clk_routes.png
Scale: 2 px per um.
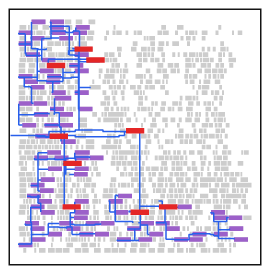
flops_by_reg.png
Scale: 2 px per um. Other cells in grey.
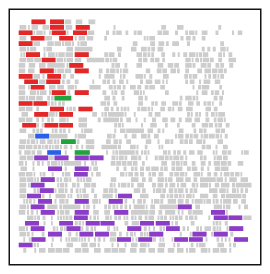
placement_by_type.png
Scale: 2 px per um.
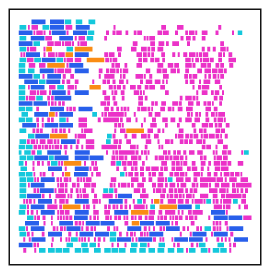
--- src/rtl/des_pkg.sv ---
// Shared DES S-box stage definitions: fixed widths, FSM state encoding and the eight S-box tables.
// Each table row is a 64-bit word of sixteen 4-bit entries, column 0 in the top nibble.
package des_pkg;

    localparam int unsigned BlockW = 48;
    localparam int unsigned OutW   = 32;
    localparam int unsigned ChunkW = 6;
    localparam int unsigned NibW   = 4;

    typedef enum logic [1:0] {
        StIdle,
        StBusy,
        StDone
    } state_e;

    // Indexed by {box[2:0], row[1:0]}; box 0 is S1.
    localparam logic [63:0] SboxRows [32] = '{
        64'hE4D12FB83A6C5907, 64'h0F74E2D1A6CB9538, 64'h41E8D62BFC973A50, 64'hFC8249175B3EA06D,
        64'hF18E6B34972DC05A, 64'h3D47F28EC01A69B5, 64'h0E7BA4D158C6932F, 64'hD8A13F42B67C05E9,
        64'hA09E63F51DC7B428, 64'hD709346A285ECBF1, 64'hD6498F30B12C5AE7, 64'h1AD069874FE3B52C,
        64'h7DE3069A1285BC4F, 64'hD8B56F03472C1AE9, 64'hA690CB7DF13E5284, 64'h3F06A1D8945BC72E,
        64'h2C417AB6853FD0E9, 64'hEB2C47D150FA3986, 64'h421BAD78F9C5630E, 64'hB8C71E2D6F09A453,
        64'hC1AF92680D34E75B, 64'hAF427C9561DE0B38, 64'h9EF528C3704A1DB6, 64'h432C95FABE17608D,
        64'h4B2EF08D3C975A61, 64'hD0B7491AE35C2F86, 64'h14BDC37EAF680592, 64'h6BD814A7950FE23C,
        64'hD2846FB1A93E50C7, 64'h1FD8A374C56B0E92, 64'h7B419CE206ADF358, 64'h21E74A8DFC90356B
    };

endpackage

--- src/rtl/des_sbox_table.sv ---
// Combinational DES S-box lookup: box index plus 6-bit chunk b1..b6 (b1 in bit 5) gives 4 bits.
module des_sbox_table
    import des_pkg::*;
(
    input  logic [2:0]        box_i,
    input  logic [ChunkW-1:0] chunk_i,
    output logic [NibW-1:0]   val_o
);

    logic [63:0] row_word;
    logic [3:0]  col;

    always_comb begin
        row_word = SboxRows[{box_i, chunk_i[5], chunk_i[0]}];
        col      = chunk_i[4:1];
        // Column c sits at bits 4*(15-c) +: 4.
        val_o    = row_word[{~col, 2'b00} +: NibW];
    end

endmodule

--- src/rtl/des_sbox_stage.sv ---
// DES S-box substitution stage with valid/ready on both sides. Default: one shared table, one box
// per clock. Define DES_SBOX_PARALLEL_EN for eight tables and a single-cycle 1-deep output register.
module des_sbox_stage
    import des_pkg::*;
(
    input  logic              clk,
    input  logic              rst,
    input  logic              in_valid,
    output logic              in_ready,
    input  logic [BlockW-1:0] B,
    output logic              out_valid,
    input  logic              out_ready,
    output logic [OutW-1:0]   Y
);

    // Bit BlockW-1 of B and bit OutW-1 of Y carry DES bit 1.
`ifdef DES_SBOX_PARALLEL_EN

    logic            valid_q;
    logic [OutW-1:0] y_q;
    logic [OutW-1:0] sbox_y;

    for (genvar g = 0; g < 8; g++) begin : g_box
        des_sbox_table u_table (
            .box_i   (3'(g)),
            .chunk_i (B[BlockW-1-ChunkW*g -: ChunkW]),
            .val_o   (sbox_y[OutW-1-NibW*g -: NibW])
        );
    end

    always_comb in_ready = !rst && (!valid_q || out_ready);

    always_ff @(posedge clk) begin
        if (rst) begin
            valid_q <= 1'b0;
            y_q     <= '0;
        end else if (in_valid && in_ready) begin
            valid_q <= 1'b1;
            y_q     <= sbox_y;
        end else if (out_ready) begin
            valid_q <= 1'b0;
        end
    end

    assign out_valid = valid_q;
    assign Y         = y_q;

`else

    state_e              state_q, state_d;
    logic [2:0]          cnt_q, cnt_d;
    logic [BlockW-1:0]   b_q, b_d;
    logic [OutW-1:0]     y_q, y_d;
    logic [ChunkW-1:0]   chunk;
    logic [NibW-1:0]     sval;

    always_comb begin
        chunk = '0;
        for (int i = 0; i < 8; i++) begin
            if (cnt_q == 3'(i)) chunk = b_q[BlockW-1-ChunkW*i -: ChunkW];
        end
    end

    des_sbox_table u_table (
        .box_i   (cnt_q),
        .chunk_i (chunk),
        .val_o   (sval)
    );

    always_comb begin
        state_d   = state_q;
        cnt_d     = cnt_q;
        b_d       = b_q;
        y_d       = y_q;
        in_ready  = 1'b0;
        out_valid = 1'b0;
        unique case (state_q)
            StIdle: begin
                in_ready = 1'b1;
                if (in_valid) begin
                    b_d     = B;
                    cnt_d   = 3'd0;
                    state_d = StBusy;
                end
            end
            StBusy: begin
                for (int i = 0; i < 8; i++) begin
                    if (cnt_q == 3'(i)) y_d[OutW-1-NibW*i -: NibW] = sval;
                end
                cnt_d = cnt_q + 3'd1;
                if (cnt_q == 3'd7) state_d = StDone;
            end
            StDone: begin
                out_valid = 1'b1;
                in_ready  = out_ready;
                if (out_ready) begin
                    if (in_valid) begin
                        b_d     = B;
                        cnt_d   = 3'd0;
                        state_d = StBusy;
                    end else begin
                        state_d = StIdle;
                    end
                end
            end
            default: state_d = StIdle;
        endcase
        if (rst) in_ready = 1'b0;
    end

    always_ff @(posedge clk) begin
        if (rst) begin
            state_q <= StIdle;
            cnt_q   <= 3'd0;
            b_q     <= '0;
            y_q     <= '0;
        end else begin
            state_q <= state_d;
            cnt_q   <= cnt_d;
            b_q     <= b_d;
            y_q     <= y_d;
        end
    end

    assign Y = y_q;

`endif

endmodule

--- config.mk ---
export PLATFORM = sky130hd
export DESIGN_NAME = des_sbox_stage
export DESIGN_NICKNAME = d
export VERILOG_FILES = /design/src/rtl/des_pkg.sv /design/src/rtl/des_sbox_table.sv /design/src/rtl/des_sbox_stage.sv
export SDC_FILE = /design/constraint.sdc
export NUM_CORES = 1
export LEC_CHECK = 0
export CORE_AREA = 4 4 121 123
export CTS_CLUSTER_SIZE = 24
export DETAILED_ROUTE_END_ITERATION = 16
export DIE_AREA = 0 0 125 127
export PLACE_DENSITY = 0.79
export SKIP_CTS_REPAIR_TIMING = 1
export SLEW_MARGIN = 0
export SYNTH_ARGS = -nofsm -noshare
export SYNTH_HDL_FRONTEND = slang
export SYNTH_HIERARCHICAL = 1
export SYNTH_SLANG_ARGS = --single-unit
--- constraint.sdc ---
create_clock -name clk -period 12 [get_ports clk]
set_input_delay 1.2 -clock clk [delete_from_list [all_inputs] [get_ports clk]]
set_output_delay 1.2 -clock clk [all_outputs]
set_load 0.01 [all_outputs]
==> GITHUB_STEP_SUMMARY <==
## Implementation flow summary

| Metric | Value |
|---|---|
| Status | `finished, final reports clean` |
| Most common cell in the netlist | `nand2_1` |
| Crit-path slowest cell | `ha_1` |
| Worst path buffer plus inverter count | `2` |
| Stage-log warning count | `40` |
| Placed instance count | `1,200` |
| HPWL after DPL | `18,940 um` |
| Largest Pwr Group | `combinational logic` |
| Fin area | `0.008264 mm2` |
| Core area | `0.01367 mm2` |
| HP Class | `flip-flop to flip-flop` |
| Most flop-heavy register | `b_q` |
| Top-area cell share | `23.19%` |
| Crit path cell chain | `ha_1, ha_1, nand2_1, a221oi_1, o21ai_1, a221oi_2, buf_4, inv_1, ha_1, nand2b_1, nand3_1, o311ai_0, a31oi_1, a21oi_1, a221oi_1, nand3_1, a21oi_1` |
| Vias | `8,281` |
| Combinational share of cell area | `60.03%` |
| Worst Setup End Kind | `flip-flop` |
| Sw Share | `39.28%` |
| Comb area leader | `AND-OR/OR-AND gates` |
| Clk pin slew, worst setup/hold paths | `0.07 ns` |
| Multi-input logic area | `0.004961 mm2` |
| Clk_buf instances | `9` |
| Peak VDD IR | `0.1023 mV` |
| Grt peak-use layer | `met2` |
| Final RePlAce weighted congestion | `1.051` |
| Crit path largest cell delay | `1.07 ns` |
| Post-synth net total | `1,102` |
| Flop share of the area | `20.67%` |
| NonClk Buf Share | `11.87%` |
| Highest routing layer actually used | `met4` |
| Post-synthesis cell type count | `74` |
| Adder share | `2.728%` |
| Max-Cap Viols | `0` |
| First-pass GRT wire length | `43,280 um` |
| Post-synth top cells | `167 x nand2_1, 112 x a21oi_1, 85 x dfxtp_1, 77 x nor2_1, 51 x buf_2` |
| CTS tree | `yes` |
| Placed instance area | `0.007965 mm2` |
| Reg2reg end | `Y[16]$_SDFFE_PP0P_` |
| Final WS setup | `5.108 ns` |
| Post-detailed-route wirelength per cell | `23.01 um` |
| Fin nets | `1,099` |
| Top Family by Delay on Critical Path | `AND-OR/OR-AND gates` |
| Synthesized area | `0.007338 mm2` |
| Crit path arrival time | `7.16 ns` |
| Comb pwr | `0.342 mW` |
| RSZ-0062 raised after global routing | `no` |
| Filler cells | `1,291` |
| First DRT Iteration DRCs | `1,514` |
| Clock power frac | `30.0%` |
| Final ANT Viol Nets | `0` |
| Port bufs | `85` |
| Main synth FF type | `dfxtp_1` |
| Clock skew | `0.009764 ns` |
| Critical Path Source Type | `flip-flop` |
| Layout Cells excl Fill | `1,216` |
| Kind of critical path | `flip-flop to flip-flop` |
| Share of synthesized cell area in and, or, nand and nor gates | `27.02%` |
| Hold EP | `b_q[31]$_SDFFE_PP0P_` |
| Proportion of layout cells with a drive suffix above 1 | `6.564%` |
| Seq pwr share | `33.1%` |
| DRT Wirelength | `27,990 um` |
| Slew at the pin closest to its max-slew limit | `1.236 ns` |
| Routed wl met3 | `3378 um` |
| Late-Pin Clk Latency | `0.35 ns` |
| Die area | `0.01588 mm2` |
| WL met1 | `11,140 um` |
| Number of enable flip-flop cells | `0` |
| Post-Synthesis Cells | `1,034` |
| Most numerous logic cells after layout | `167 x nand2_1, 110 x a21oi_1, 84 x clkdlybuf4s50_1, 82 x dfxtp_1, 77 x nor2_1` |
| Clk. pwr | `0.278 mW` |
| Cell Pwr Density | `112.3 mW/mm2` |
| DR WL met2 | `11,650 um` |
| Critical R2R Launch | `cnt_q[0]$_SDFFE_PP0P_` |
| Power Sequential | `0.307 mW` |
| Minimum clock period | `6.892 ns` |
| Width of the die | `125 um` |
| H-tree levels | `3` |
| Non-CTS buffers | `103` |
| Most frequent CP cell | `ha_1` |
| Pwr Total | `0.9277 mW` |
| Clock tree cell share of total cell area | `3.618%` |
| Yosys cell count | `1,034` |
| GRT Residual Overflow | `0` |
| Non-clk invs | `24` |
| Max reg flops | `48` |
| Chip Area, Yosys | `0.007338 mm2` |
| Vias in the first global route | `7,546` |
| Avg Inst Size Synth | `7.097 um2` |
| Internal | `0.5633 mW` |
| Mux share of post-synthesis cell area | `7.417%` |
| Global routing met3 resource utilization | `8.779%` |
| CTS root buf | `clkbuf_16` |
| Net Sw Power | `0.3644 mW` |
| R2R cell count | `17` |
| Hold Path Depth | `2` |
| Setup TNS | `0 ns` |
| Critical Path Sink | `Y[16]$_SDFFE_PP0P_` |
| Most numerous logic cell after layout | `nand2_1` |
| Min-Delay Startpoint | `b_q[31]$_SDFFE_PP0P_` |
| DRC | `0` |
| Dominant cell type by area after synthesis | `dfxtp_1` |
| XORs/XNORs by Area | `0.4774%` |
| # setup viols final | `0` |
| Area growth syn-to-layout | `12.62%` |
| Met1 Usage GRT | `45.11%` |
| Combinational power share | `36.9%` |
| Cts bufs inserted | `9` |
| Number of logic gates | `808` |
| Post-synth regs | `85` |
| Total GRT Usage | `33.60%` |
| Top class by area | `multi-input combinational cells` |
| Initial antenna violation count | `0` |
| Crit path DRT | `12.27 ns` |
| WHS | `0.4548 ns` |
| Final Slew Violations | `0` |
| Seq. cell area | `0.001708 mm2` |
| Slew margin rel. | `17.57%` |
| Post-synth ARST share | `0%` |
| CP max FO | `61` |
| Diode count | `0` |
| Synth Warn # | `6` |
| Synth Seq Share | `23.19%` |
| M2 GR Usage | `49.76%` |
| Compound Share, Synth | `29.75%` |
| I/O pins | `86` |
| Clock sinks | `85` |
| DR pass1 iterations | `8` |
| Part of the cycle the worst path needs | `57.43%` |
-- clk_routes.png (at the start) --
[blue] clock wires | length: 1,050 um
[purple] flip-flops | count: 85
[red] clock drivers | count: 9
routed clock nets: 10

-- flops_by_reg.png (at the start) --
[green] `cnt_q` | flops: 3
[blue] `state_q` | flops: 2
[purple] `b_q` | flops: 48
[red] `Y` | flops: 32

-- placement_by_type.png (at the start) --
[blue] flops | cells: 85
[cyan] other buffers and delay cells | cells: 103
[orange] clock drivers and dummy loads | cells: 16
[magenta] combinational and other logic | cells: 832
# rows: 43
final core utilization: 60.47%

Power figures rest on the tool's default switching activity, not on a simulated workload.
